==> images/met1.png <==
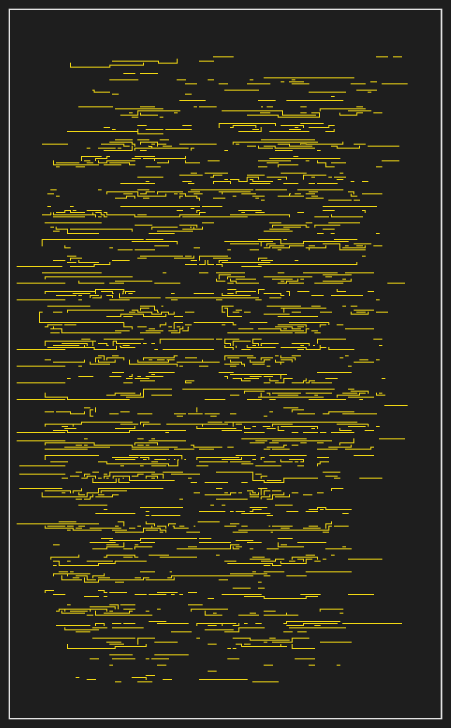
==> images/wire_density.png <==
The bar under the picture is 20 microns long. 14 x 23 tiles, from dark blue (low) to red (high), scaled to the fullest tile. Values are wire area over tile area, all layers added.
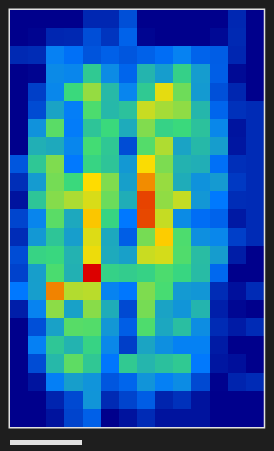
$ cat src/rtl/dec_entry_pkg.sv
// Shared definitions for the decimal operand entry path.
// Holds the digit count, the saturation limit, the BCD digit width,
// the accumulator width used by the Horner conversion and the FSM states.
package dec_entry_pkg;

    localparam int NDIG   = 5;            // digits held in the echo register
    localparam int MAXVAL = 32767;        // largest magnitude before saturation
    localparam int DIG_W  = 4;            // one BCD digit
    localparam int BCD_W  = NDIG * DIG_W; // 20-bit echo value
    localparam int ACC_W  = 17;           // 99999 fits in 17 bits

    typedef enum logic [1:0] {
        ST_ENTRY = 2'd0,
        ST_CONV  = 2'd1,
        ST_DONE  = 2'd2
    } state_t;

endpackage

$ cat src/rtl/dec_entry_mul10_add.sv
// mul10_add: combinational acc*10 + digit using shifts and adds only.
// Ports:
//   acc    - 17-bit running value
//   digit  - 4-bit BCD digit to append
//   result - acc*10 + digit, 17 bits (callers keep acc <= 9999 so it fits)
module mul10_add
    import dec_entry_pkg::*;
(
    input  logic [ACC_W-1:0] acc,
    input  logic [DIG_W-1:0] digit,
    output logic [ACC_W-1:0] result
);

    logic [ACC_W-1:0] times8;
    logic [ACC_W-1:0] times2;
    logic [ACC_W-1:0] digit_ext;

    assign times8    = acc << 3;
    assign times2    = acc << 1;
    assign digit_ext = {{(ACC_W-DIG_W){1'b0}}, digit};
    assign result    = times8 + times2 + digit_ext;

endmodule

$ cat src/rtl/dec_entry.sv
// dec_entry: decimal operand entry for the ALU16 front end.
// Collects up to five BCD digits from the keypad, echoes them for the
// seven-segment driver, and on enter converts them (one digit per cycle,
// most significant first) into a saturating 15-bit magnitude.
// Ports:
//   clk, rst_n    - clock (rising edge), asynchronous active-low reset
//   digit_in      - BCD digit from keypad, qualified by digit_valid
//   digit_ready   - a digit would be accepted this cycle
//   clear         - discard entry, abort a running conversion
//   enter         - start converting the held digits
//   bcd_out       - echo of held digits, [3:0] most recent
//   digit_cnt     - number of digits held (0..5)
//   digit_err     - one-cycle pulse after a rejected digit
//   busy          - conversion in progress
//   bin_out       - converted operand, bit 15 always 0
//   bin_valid     - one-cycle pulse when bin_out is updated
//   overflow      - last conversion saturated
module dec_entry
    import dec_entry_pkg::*;
(
    input  logic              clk,
    input  logic              rst_n,
    input  logic [DIG_W-1:0]  digit_in,
    input  logic              digit_valid,
    output logic              digit_ready,
    input  logic              clear,
    input  logic              enter,
    output logic [BCD_W-1:0]  bcd_out,
    output logic [2:0]        digit_cnt,
    output logic              digit_err,
    output logic              busy,
    output logic [15:0]       bin_out,
    output logic              bin_valid,
    output logic              overflow
);

    localparam logic [2:0]       CNT_MAX  = 3'(NDIG);
    localparam logic [2:0]       STEP_TOP = 3'(NDIG - 1);
    localparam logic [ACC_W-1:0] ACC_MAX  = ACC_W'(MAXVAL);

    state_t           state;
    state_t           state_next;
    logic [ACC_W-1:0] acc;
    logic [ACC_W-1:0] acc_step;
    logic [2:0]       step;
    logic [BCD_W-1:0] bcd_next;
    logic [2:0]       cnt_next;
    logic             digit_ok;
    logic             digit_take;
    logic             digit_reject;

    // Pick digit idx out of the echo register; idx 4 is the oldest digit.
    function automatic logic [DIG_W-1:0] sel_digit(input logic [BCD_W-1:0] v,
                                                   input logic [2:0]       idx);
        logic [DIG_W-1:0] d;
        case (idx)
            3'd1:    d = v[7:4];
            3'd2:    d = v[11:8];
            3'd3:    d = v[15:12];
            3'd4:    d = v[19:16];
            default: d = v[3:0];
        endcase
        return d;
    endfunction

    mul10_add u_mul10_add (
        .acc    (acc),
        .digit  (sel_digit(bcd_out, step)),
        .result (acc_step)
    );

    // Clear outranks enter, enter outranks a digit on the same cycle.
    assign digit_ok     = (digit_in <= 4'd9) && (digit_cnt < CNT_MAX);
    assign digit_take   = (state == ST_ENTRY) && !clear && !enter && digit_valid && digit_ok;
    assign digit_reject = (state == ST_ENTRY) && !clear && !enter && digit_valid && !digit_ok;

    // State register
    always_ff @(posedge clk or negedge rst_n) begin
        if (!rst_n) begin
            state <= ST_ENTRY;
        end else begin
            state <= state_next;
        end
    end

    // Next-state logic
    always_comb begin
        state_next = state;
        case (state)
            ST_ENTRY: begin
                if (!clear && enter) begin
                    state_next = ST_CONV;
                end
            end
            ST_CONV: begin
                if (clear) begin
                    state_next = ST_ENTRY;
                end else if (step == 3'd0) begin
                    state_next = ST_DONE;
                end
            end
            ST_DONE:  state_next = ST_ENTRY;
            default:  state_next = ST_ENTRY;
        endcase
    end

    // Next echo value and digit count
    always_comb begin
        bcd_next = bcd_out;
        cnt_next = digit_cnt;
        case (state)
            ST_ENTRY: begin
                if (clear) begin
                    bcd_next = '0;
                    cnt_next = 3'd0;
                end else if (digit_take) begin
                    bcd_next = {bcd_out[BCD_W-DIG_W-1:0], digit_in};
                    cnt_next = digit_cnt + 3'd1;
                end
            end
            ST_CONV: begin
                if (clear) begin
                    bcd_next = '0;
                    cnt_next = 3'd0;
                end
            end
            default: begin
                bcd_next = '0;
                cnt_next = 3'd0;
            end
        endcase
    end

    // Registered outputs and conversion datapath
    always_ff @(posedge clk or negedge rst_n) begin
        if (!rst_n) begin
            bcd_out     <= '0;
            digit_cnt   <= 3'd0;
            digit_err   <= 1'b0;
            digit_ready <= 1'b1;
            busy        <= 1'b0;
            bin_out     <= 16'h0000;
            bin_valid   <= 1'b0;
            overflow    <= 1'b0;
            acc         <= '0;
            step        <= 3'd0;
        end else begin
            bcd_out     <= bcd_next;
            digit_cnt   <= cnt_next;
            digit_err   <= digit_reject;
            digit_ready <= (state_next == ST_ENTRY) && (cnt_next < CNT_MAX);
            busy        <= (state_next != ST_ENTRY);
            bin_valid   <= 1'b0;

            case (state)
                ST_ENTRY: begin
                    if (!clear && enter) begin
                        acc  <= '0;
                        step <= STEP_TOP;
                    end
                end
                ST_CONV: begin
                    if (!clear) begin
                        acc  <= acc_step;
                        step <= step - 3'd1;
                    end
                end
                ST_DONE: begin
                    bin_valid <= 1'b1;
                    if (acc > ACC_MAX) begin
                        bin_out  <= 16'h7FFF;
                        overflow <= 1'b1;
                    end else begin
                        bin_out  <= {1'b0, acc[14:0]};
                        overflow <= 1'b0;
                    end
                end
                default: ;
            endcase
        end
    end

endmodule

$ cat config.mk
export PLATFORM = sky130hd
export DESIGN_NAME = dec_entry
export DESIGN_NICKNAME = d
export VERILOG_FILES = /design/src/rtl/dec_entry_pkg.sv /design/src/rtl/dec_entry_mul10_add.sv /design/src/rtl/dec_entry.sv
export SDC_FILE = /design/constraint.sdc
export NUM_CORES = 1
export LEC_CHECK = 0
export CORE_ASPECT_RATIO = 1.75
export CORE_MARGIN = 5
export CORE_UTILIZATION = 57
export CTS_BUF_LIST = sky130_fd_sc_hd__clkbuf_8
export DETAILED_ROUTE_END_ITERATION = 10
export GPL_TIMING_DRIVEN = 0
export PLACE_DENSITY = 0.83
export SLEW_MARGIN = 20
export SYNTH_ARGS = -nofsm -noshare
export SYNTH_HDL_FRONTEND = slang
export SYNTH_SLANG_ARGS = --single-unit
$ cat constraint.sdc
create_clock -name clk -period 4.1 [get_ports clk]
set_input_delay 0.82 -clock clk [delete_from_list [all_inputs] [get_ports clk]]
set_output_delay 0.82 -clock clk [all_outputs]
set_load 0.05 [all_outputs]
==> metrics.csv <==
metric,value,unit
dieArea,8184,sq um
grt_pass1_wl,15610,microns
num-clock-buffers,10,
outcome,"complete, no violations",
cts-root-buf,clkbuf_8,
routedWlPerCell,17.88,microns
gr-total-overflow,0,
wirelength,9209,microns
rsz0062_at_grt,false,
areaGrowthSynthToFinish,24.01,%
crit_cells,13,
slew_violations,0,
pwr-share-seq,34.8,%
io_buffers,51,
skew,5.718,ps
path_max_fanout,5,
final-clk-cell-share,5.350,%
fp_util,58.74,%
tap_cells,80,
critPathLaunchType,flop,
numSynthFlops,65,
h-tree-depth,3,
-- met1.png (at the start) --
longest straight run: 24.8 microns
nets with wire on the layer: 433
main direction: horizontal

-- wire_density.png (at the start) --
fullest tile: 0.66
mean over tiles: 0.18
nearly empty tiles: 16%
emptiest ninth of the die: bottom right
densest ninth of the die: middle
tiles over half the peak: 17%

## layer usage
metal  share of wire, %  up-vias
met5                  0        -
met4                5.2        0
met3                3.9       37
met2                 55       96
met1                 36     1511
li1                   -     1471
## what timing repair did
item,CTS,global route
gates resized,0,3
setup endpoints to repair,0,3
hold buffers,0,0
## flip-flops by register name, summed over array words and instances, names as in the netlist
register / flops
digit_ready: 1
bcd_out: 20
busy: 1
acc: 17
bin_out: 15
digit_err: 1
step: 3
state: 2
digit_cnt: 3
overflow: 1
bin_valid: 1
## cells by family (layout without fill, tap and decap cells)
kind of cell	count (synthesis)	in the layout	share of synthesized area (%)
simple gates	114	114	14.95
fa+ha+maj	36	36	12.72
other cells	1	1	0.1025
buf+inv	26	94	3.112
xor+xnor	11	11	2.634
mux	1	1	0.4103
flops	65	65	44.49
compound gates	113	113	21.58
## path summary, 6_finish.rpt
check	startpoint	to	slack, ps
min reg2reg	bin_out[6]$_DFFE_PN0P_	bin_out[6]$_DFFE_PN0P_	510
max	step[0]$_DFFE_PN0P_	acc[16]$_DFFE_PN0P_	260
max in group asynchronous	rst_n	digit_ready$_DFF_PN1_	3180
min in group clk	bin_out[6]$_DFFE_PN0P_	bin_out[6]$_DFFE_PN0P_	510
max reg2reg	step[0]$_DFFE_PN0P_	acc[16]$_DFFE_PN0P_	260
min	rst_n	acc[6]$_DFFE_PN0P_	340
## through the flow
step	instance area [sq um]	total power, mW	hold WS [ps]	utilization [%]
6_report	4537	2.481	340.0	72.84
5_1_grt	4537	2.608	353.3	72.84
4_1_cts	4529	2.489	340.2	72.72
3_5_place_dp	4287	1.824	497.0	68.82
3_3_place_gp	4269	1.791	472.1	68.54
2_1_floorplan	3659	1.513	468.7	-
Power figures rest on the tool's default switching activity, not on a simulated workload.
